**config.mk**
```make
export PLATFORM = sky130hd
export DESIGN_NAME = uart_rx_parity
export DESIGN_NICKNAME = d
export VERILOG_FILES = /design/src/rtl/uart_rx_parity.sv
export SDC_FILE = /design/constraint.sdc
export NUM_CORES = 1
export LEC_CHECK = 0
export CORE_MARGIN = 2
export CORE_UTILIZATION = 35
export CTS_BUF_LIST = sky130_fd_sc_hd__clkbuf_2 sky130_fd_sc_hd__clkbuf_4 sky130_fd_sc_hd__clkbuf_8
export DETAILED_ROUTE_END_ITERATION = 6
export GPL_ROUTABILITY_DRIVEN = 0
export SETUP_SLACK_MARGIN = 0.15
export SKIP_LAST_GASP = 1
export SLEW_MARGIN = 0
export SYNTH_ARGS = -nofsm -noshare
export SYNTH_HDL_FRONTEND = slang
export SYNTH_SLANG_ARGS = --single-unit
```
**constraint.sdc**
```tcl
create_clock -name clk -period 2 [get_ports clk]
set_clock_uncertainty 0.2 [all_clocks]
set_input_delay 0.6 -clock clk [delete_from_list [all_inputs] [get_ports clk]]
set_output_delay 0.6 -clock clk [all_outputs]
set_load 0.01 [all_outputs]
```
**src/rtl/uart_rx_parity.sv**
```systemverilog
// uart_rx_parity -- UART serial receiver with parity check.
//
// Receives frames of 1 start bit, DBIT data bits (LSB first), 1 parity bit
// and 1 stop bit, timed by a 16x oversampling tick. Each frame, including an
// errored one, produces one rx_done_tick; dout and the status flags hold
// until the next strobe.
//
// Parameters:
//   DBIT        data bits per frame (5..8)
//   SB_TICK     s_tick periods in the stop bit (1..16)
//   PARITY_ODD  0 = even parity, 1 = odd parity
//
// Ports:
//   clk           system clock, rising edge
//   reset         asynchronous, active-low reset
//   rx            serial line, idle high, asynchronous to clk
//   s_tick        one-clk pulse at 16x the baud rate
//   rx_done_tick  one-cycle strobe: frame complete, dout valid
//   dout          received data word
//   parity_err    parity mismatch on the last completed frame
//   frame_err     stop bit sampled low on the last completed frame
//
// Build option:
//   UART_RX_MAJORITY_EN  when defined, every sample point uses a 2-of-3 vote
//                        of rx_s over the decision tick and the two ticks
//                        before it; decision timing is unchanged.

module uart_rx_parity #(
    parameter int DBIT       = 8,
    parameter int SB_TICK    = 16,
    parameter bit PARITY_ODD = 1'b0
) (
    input  logic            clk,
    input  logic            reset,
    input  logic            rx,
    input  logic            s_tick,
    output logic            rx_done_tick,
    output logic [DBIT-1:0] dout,
    output logic            parity_err,
    output logic            frame_err
);

    typedef enum logic [2:0] {
        IDLE,
        START,
        DATA,
        PARITY,
        STOP
    } state_t;

    localparam logic [3:0] STOP_LAST = 4'(SB_TICK - 1);
    localparam logic [2:0] BIT_LAST  = 3'(DBIT - 1);

    state_t          state;
    state_t          state_next;
    logic            rx_meta;
    logic            rx_s;
    logic            line_high;
    logic [3:0]      tick_cnt;
    logic [2:0]      bit_cnt;
    logic [DBIT-1:0] shreg;
    logic            par_acc;
    logic            par_bad;
    logic            smp;
    logic            bit_end;
    logic            stop_smp;

    // Two-flop synchronizer, reset to the idle line level.
    always_ff @(posedge clk or negedge reset) begin
        if (!reset) begin
            rx_meta <= 1'b1;
            rx_s    <= 1'b1;
        end else begin
            rx_meta <= rx;
            rx_s    <= rx_meta;
        end
    end

`ifdef UART_RX_MAJORITY_EN
    // History of rx_s on the two previous ticks; the vote combines them with
    // the current rx_s so it resolves on the decision tick itself.
    logic [1:0] hist;

    always_ff @(posedge clk or negedge reset) begin
        if (!reset) begin
            hist <= '1;
        end else if (s_tick) begin
            hist <= {hist[0], rx_s};
        end
    end

    always_comb begin
        smp = (hist[1] & hist[0]) | (hist[1] & rx_s) | (hist[0] & rx_s);
    end
`else
    always_comb begin
        smp = rx_s;
    end
`endif

    // State register.
    always_ff @(posedge clk or negedge reset) begin
        if (!reset) begin
            state <= IDLE;
        end else begin
            state <= state_next;
        end
    end

    // Next-state logic.
    always_comb begin
        state_next = state;
        case (state)
            IDLE:   if (!rx_s && line_high) state_next = START;
            START:  if (s_tick && tick_cnt == 4'd7) state_next = smp ? IDLE : DATA;
            DATA:   if (bit_end && bit_cnt == BIT_LAST) state_next = PARITY;
            PARITY: if (bit_end) state_next = STOP;
            STOP:   if (stop_smp) state_next = IDLE;
            default: state_next = IDLE;
        endcase
    end

    // Sample-point decode.
    always_comb begin
        bit_end  = s_tick && (tick_cnt == 4'd15);
        stop_smp = (state == STOP) && s_tick && (tick_cnt == STOP_LAST);
    end

    // Tick counter clears on every state entry and counts only in active
    // states; in DATA it wraps 15 -> 0 between bits without a state change.
    always_ff @(posedge clk or negedge reset) begin
        if (!reset) begin
            tick_cnt <= '0;
        end else if (state_next != state) begin
            tick_cnt <= '0;
        end else if (s_tick && state != IDLE) begin
            tick_cnt <= tick_cnt + 4'd1;
        end
    end

    // Data path: shift register, bit counter, running parity.
    always_ff @(posedge clk or negedge reset) begin
        if (!reset) begin
            bit_cnt <= '0;
            shreg   <= '0;
            par_acc <= 1'b0;
            par_bad <= 1'b0;
        end else begin
            case (state)
                START: begin
                    bit_cnt <= '0;
                    par_acc <= 1'b0;
                end
                DATA: begin
                    if (bit_end) begin
                        shreg   <= {smp, shreg[DBIT-1:1]};
                        par_acc <= par_acc ^ smp;
                        bit_cnt <= bit_cnt + 3'd1;
                    end
                end
                PARITY: begin
                    if (bit_end) begin
                        par_bad <= ((par_acc ^ smp) != PARITY_ODD);
                    end
                end
                default: ;
            endcase
        end
    end

    // Line-high flag: a frame ending in a framing error disarms start
    // detection until the line has been seen high on a tick again.
    always_ff @(posedge clk or negedge reset) begin
        if (!reset) begin
            line_high <= 1'b1;
        end else if (stop_smp && !smp) begin
            line_high <= 1'b0;
        end else if (s_tick && rx_s) begin
            line_high <= 1'b1;
        end
    end

    // Registered outputs, updated together with the strobe.
    always_ff @(posedge clk or negedge reset) begin
        if (!reset) begin
            rx_done_tick <= 1'b0;
            dout         <= '0;
            parity_err   <= 1'b0;
            frame_err    <= 1'b0;
        end else begin
            rx_done_tick <= stop_smp;
            if (stop_smp) begin
                dout       <= shreg;
                parity_err <= par_bad;
                frame_err  <= !smp;
            end
        end
    end

endmodule

```
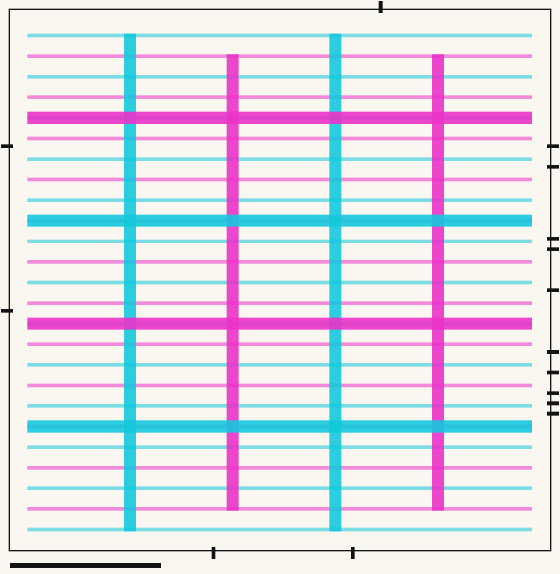
**Above:** floorplan with the power grid.
The bar under the picture is 20 µm long. Pins as bars on the die edge.
legend:
  cyan:
    net: VSS
  magenta:
    net: VDD
met5 straps: 4
signal pins: 15
rows: 24
met4 straps: 4
met1 rails: 25
Peak VDD IR: 0.000599 V
Die Ht: 71.4 µm
core area: 4350 µm²
DIE WIDTH: 71.4 µm

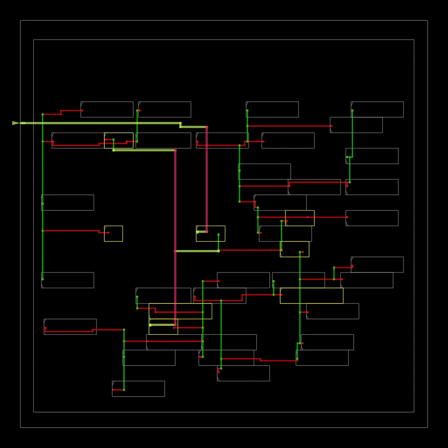
**Above:** clock routing.
CTS Buf Count: 5
clock buffers: 5

==> results.json <==
{
  "crit_path_end": "shreg[3]$_DFFE_PN0P_",
  "flop_area_um2": 857,
  "grt_max_degree": 23,
  "ys_sh_adder_pct": 2.36,
  "instances_no_fill": 210,
  "synthFlopType": "dfrtp_1",
  "maxSlewHeadroom_pct": 72.1,
  "tns_ns": 0,
  "logic_area_um2": 719,
  "synth_chip_area_um2": 1590,
  "drt_iter0_drc": 40,
  "p_sw_share_pct": 29.5,
  "antenna_found_initial": 0,
  "met2_usage_pct": 21.4,
  "clkPwrFrac_pct": 36.6,
  "r2r_cells": 6,
  "yosysCellCount": 126,
  "yosysTopAreaCellShare_pct": 48.8,
  "cp_data_arrival_time_ns": 1.75,
  "r2r-start": "tick_cnt[0]$_DFFE_PN0P_",
  "finalNetCount": 164,
  "synth.top_cells.by_count": "31 x dfrtp_1, 12 x mux2_1, 6 x mux2_4, 6 x nand2_1, 6 x nor3_1",
  "edf_count": 0,
  "aoi_share_pct": 10.1,
  "hold_path_end": "rx_s$_DFF_PN1_",
  "finalCriticalPeriod_ns": 1.78,
  "p_leak_nw": 0.999,
  "drc": 0,
  "worstMarginPinSlew_ns": 0.418,
  "syn_inst": 126,
  "fp_util_pct": 36.5,
  "ys_seq_share_pct": 53.8,
  "grt.met3_usage_pct": 3.52,
  "placed_area_um2": 1840,
  "chipArea_um2": 5100,
  "max_stage_delay_ns": 0.41,
  "yosys_warnings": 0,
  "viasPerCell": 5.09,
  "fillerInstances": 389,
  "hold_buffers": 0,
  "wire_per_inst_um": 14.4,
  "critPathLaunchType": "register",
  "fp_nets": 133,
  "crit_path_end_kind": "register",
  "n_antenna_cell": 0,
  "cp.required_ns": 1.97,
  "dr.max_layer_used": "met4",
  "buffers": 29,
  "dp_slack_ns": -0.347,
  "cp.buffers_inverters": 1,
  "seq_share_pct": 41.9,
  "first_global_vias": 1108,
  "seq_cells": 34,
  "comb_cells": 83,
  "grt_overflow": 0,
  "hold_class": "register to register",
  "post-cts-setup-buffers": 3,
  "area_delta_synth_final_pct": 28.7,
  "finalPower_mw": 2.08,
  "taps": 52,
  "clock_cell_area_share_pct": 6.73,
  "ys_ff": 34,
  "post-route-period-util_pct": 88.8,
  "grt_pass1_wl_mm": 5.29,
  "cp_num_cells": 6,
  "worst-setup-path-type": "register to register",
  "top_cells_by_area": "dfrtp_1 49%, mux2_1 8.5%, mux2_4 5.7%",
  "synth.distinct_cells": 42,
  "simple_gate_share_pct": 12.6,
  "pwr-share-comb_pct": 20.3,
  "xor_share_pct": 2.20,
  "path_clk_slew_ns": 0.08,
  "rows": 24,
  "maxSlewViolCount": 0,
  "cp_top_family": "simple AND/OR/NAND/NOR gates",
  "top_regs": "dout: 8 flops, shreg: 8 flops, tick_cnt: 4 flops",
  "p_seq_mw": 0.895,
  "dr_wl_met3_um": 124,
  "crit_start": "tick_cnt[0]$_DFFE_PN0P_",
  "met1_usage_pct": 17.8,
  "ios": 15,
  "port_buffers": 14,
  "setup_viol": 0,
  "most_common_cell": "dfrtp_1",
  "cp_max_fo": 8,
  "final_cell_mix": "29 x dfrtp_1, 14 x buf_4, 12 x dlygate4sd2_1, 9 x mux2_4, 9 x mux2_1",
  "inv_count": 4,
  "insertion_delay_ns": 0.29,
  "avgSynthCellArea_um2": 12.6,
  "synth_top_cell_by_area": "dfrtp_1",
  "lay_top_count": "dfrtp_1",
  "clk-power_mw": 0.760,
  "finalHoldViolations": 0,
  "max_freq_mhz": 563,
  "met1_length_mm": 1.44,
  "power_leader": "sequential cells",
  "cts.repair.resized": 18,
  "rsz0062_at_grt": "no",
  "h-tree-depth": 2,
  "synth-async-reset-ratio_pct": 100,
  "crit_chain": "ha_4 -> and4_4 -> nand2_2 -> nor2_4 -> buf_12 -> mux2_1",
  "grt_most_used_layer": "met2",
  "ys_top_logic_family": "multiplexers",
  "hold_depth": 0,
  "warning_count": 26,
  "status": "finished clean",
  "crit_slowest_cell": "dfrtp_1",
  "mux_share_pct": 15.4,
  "r2r_slack_ns": 0.22,
  "p_int_mw": 1.47,
  "final_antenna_net_count": 0
}
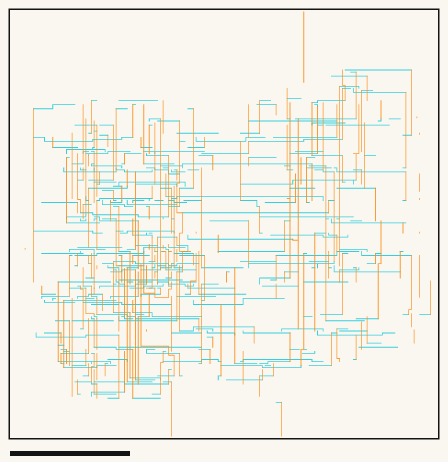
**Above:** metal layers overlaid.
The bar under the picture is 20 µm long. Only two layers are drawn.
legend:
  cyan:
    layer: metal 1
    wire_length: 1440 µm
  orange:
    layer: metal 2
    wire_length: 1410 µm
final wirelength: 3.03 mm
vias: 1069
gr usage total: 13.6%

Power is estimated from default activity; no workload was simulated.
